===== src/rtl/lsr_deser.sv =====
// Serial-in, parallel-out deserializer: MSB-first bits are assembled into WIDTH-bit
// words and handed to a valid/ready consumer through a one-word holding register.
`timescale 1ns/1ps

module lsr_deser #(
  parameter int WIDTH = 4,
  localparam int CW = $clog2(WIDTH)
) (
  input  logic             clk,
  input  logic             rst,
  input  logic             clr,
  input  logic             sin_valid,
  input  logic             sin_bit,
  input  logic             out_ready,
  output logic [WIDTH-1:0] out_data,
  output logic             out_valid,
  output logic             overflow,
  output logic [CW-1:0]    bit_cnt
);

  // state | meaning
  // EMPTY | holding register has no word for the consumer
  // FULL  | holding register presents out_data with out_valid=1
  typedef enum logic {EMPTY = 1'b0, FULL = 1'b1} hold_state_t;

  localparam logic [CW-1:0] LAST = CW'(WIDTH - 1);

  hold_state_t state_q, state_d;

  // The assembly register's top bit would always be zero, so only WIDTH-1 bits are kept.
  logic [WIDTH-2:0] asm_q;
  logic [WIDTH-1:0] word;
  logic             take;
  logic             complete;
  logic             load;
  logic             drop;

  assign take      = sin_valid & ~clr;
  assign complete  = take & (bit_cnt == LAST);
  assign word      = {asm_q, sin_bit};
  assign out_valid = (state_q == FULL);

  always_ff @(posedge clk or negedge rst) begin
    if (!rst) begin
      state_q <= EMPTY;
    end else begin
      state_q <= state_d;
    end
  end

  always_comb begin
    state_d = state_q;
    load    = 1'b0;
    drop    = 1'b0;
    case (state_q)
      EMPTY: begin
        if (complete) begin
          load    = 1'b1;
          state_d = FULL;
        end
      end
      FULL: begin
        if (out_ready) begin
          // A completion in the drain cycle refills without a bubble.
          if (complete) begin
            load = 1'b1;
          end else begin
            state_d = EMPTY;
          end
        end else if (complete) begin
          drop = 1'b1;
        end
      end
      default: state_d = EMPTY;
    endcase
  end

  always_ff @(posedge clk or negedge rst) begin
    if (!rst) begin
      bit_cnt <= '0;
      asm_q   <= '0;
    end else if (clr) begin
      bit_cnt <= '0;
      asm_q   <= '0;
    end else if (take) begin
      if (complete) begin
        bit_cnt <= '0;
        asm_q   <= '0;
      end else begin
        bit_cnt <= bit_cnt + CW'(1);
        asm_q   <= word[WIDTH-2:0];
      end
    end
  end

  always_ff @(posedge clk or negedge rst) begin
    if (!rst) begin
      out_data <= '0;
    end else if (load) begin
      out_data <= word;
    end
  end

  always_ff @(posedge clk or negedge rst) begin
    if (!rst) begin
      overflow <= 1'b0;
    end else if (clr) begin
      overflow <= 1'b0;
    end else if (drop) begin
      overflow <= 1'b1;
    end
  end

endmodule


===== config.mk =====
export PLATFORM = sky130hd
export DESIGN_NAME = lsr_deser
export DESIGN_NICKNAME = d
export VERILOG_FILES = /design/src/rtl/lsr_deser.sv
export SDC_FILE = /design/constraint.sdc
export NUM_CORES = 1
export LEC_CHECK = 0
export CORE_AREA = 2 2 39 41
export CTS_CLUSTER_DIAMETER = 60
export DETAILED_ROUTE_END_ITERATION = 8
export DIE_AREA = 0 0 41 43
export PLACE_DENSITY_LB_ADDON = 0.25
export SETUP_SLACK_MARGIN = 0.4
export SYNTH_ARGS = -nofsm -noshare
export SYNTH_HDL_FRONTEND = slang
export SYNTH_SLANG_ARGS = --single-unit

===== constraint.sdc =====
create_clock -name clk -period 1.6 [get_ports clk]
set_input_delay 0.32 -clock clk [delete_from_list [all_inputs] [get_ports clk]]
set_output_delay 0.32 -clock clk [all_outputs]
set_load 0.01 [all_outputs]

==> Changelog: implementation <==
### Physical design

* # nets final at 71
* Via count at 356
* Int Pwr at 0.449 mW
* Initial antenna violation count at 0
* Leak Pwr at 0.359 nW
* Startpoint Class: flop
* PwrDens at 818 nW/µm²
* Post-cts sizing count at 26
* Dpl ws at -81.9 ps
* Status: finished clean
* Sequential power share at 51.7%
* Metal3 WL at 53 µm
* Tally of OpenROAD warnings at 29
* Clock buf/inv share at 3.66%
* Endpoints failing setup at 0
* Unrepaired setup endpoints after global routing: yes
* Non-clock buffering overhead at 22.6%
* Mi-comb count at 25
* Setup bufs post-CTS at 5
* Top Metal Used: met3
* Ratio of cells with drive above 1 in the final layout at 49.2%
* Switch share at 23.6%
* Peak VDD IR at 442 µV
* Final Skew at 1.68 ps
* Final Critical Period at 1290 ps
* Crit-path max FO at 4
* DRC Markers at 0
* Critical Path RT at 1750 ps
* Largest net degree at the start of global routing at 12
==> path summary, 6_finish.rpt <==
kind                            start          end  slack [ps]  cells after the start
max in group asynchronous         rst   bit_cnt[1]         860                      1
min                               rst  out_data[2]         380                      1
max reg2reg                bit_cnt[0]  out_data[1]         310                      4
min reg2reg                  overflow     overflow         510                      2
min in group clk            sin_valid    out_valid         500                      3
max                        bit_cnt[0]  out_data[1]         310                      4
==> state kept, by name (all words and copies together) (netlist names) <==
signal / cells
overflow: 1
bit_cnt: 2
out_data: 4
asm_q: 3
out_valid: 1
==> critical path, cell delays in order, from the launching register on <==
cell and delay, ps:
dfrtp_2 400, ha_4 160, nand2_4 50, nor3_4 240
mux2_4 330
Figure 1. PDN straps and rails.
Pins as bars on the die edge.
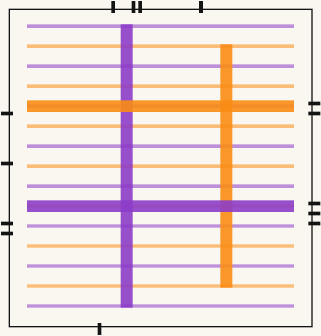
- orange: VDD
- purple: VSS
- met4 straps: 2
- rows: 14
- signal pins: 14
- met1 rails: 15
- met5 straps: 2
Die Wd: 41 µm
core area: 1380 µm²
Die Span Y: 43 µm

Figure 2. Placement by cell class.
Scale bar: 10 µm.
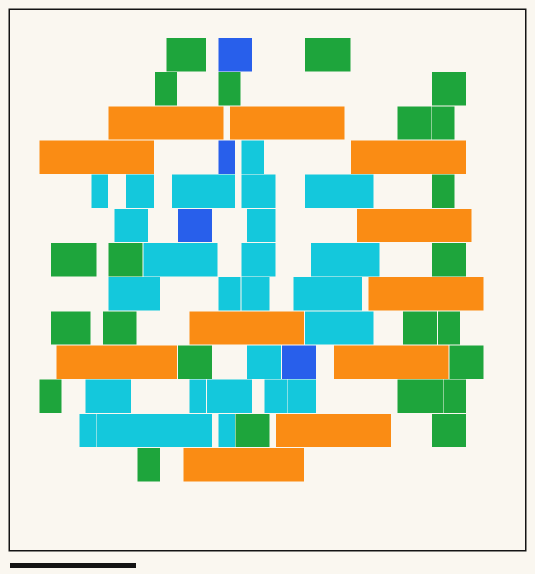
- orange: sequential cells (cells 11)
- green: remaining buffers and delay cells (cells 23)
- cyan: combinational and other logic (cells 25)
- blue: clock drivers and dummy loads (cells 4)
Seq/total area: 38.7%
Core Util, Final: 51.9%
Rows: 14

Figure 3. Clock wires, drivers and flops.
Scale bar: 10 µm.
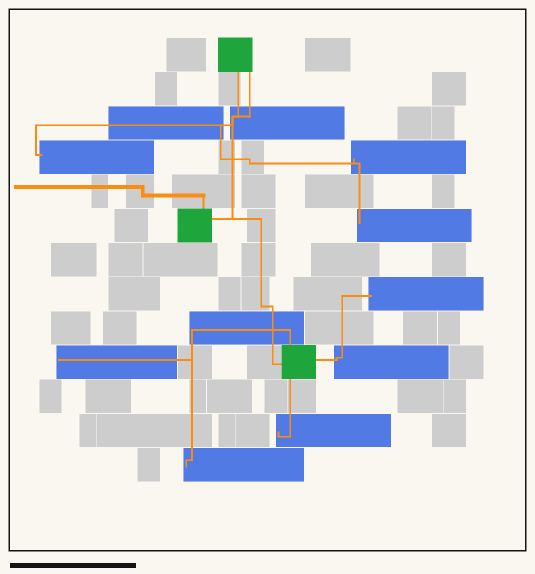
- green: clock drivers (count 3)
- orange: clock wires (length 147 µm)
- blue: flip-flops (count 11)
- routed clock nets: 4

No activity file was given, so power comes from the tool's default toggle rates.
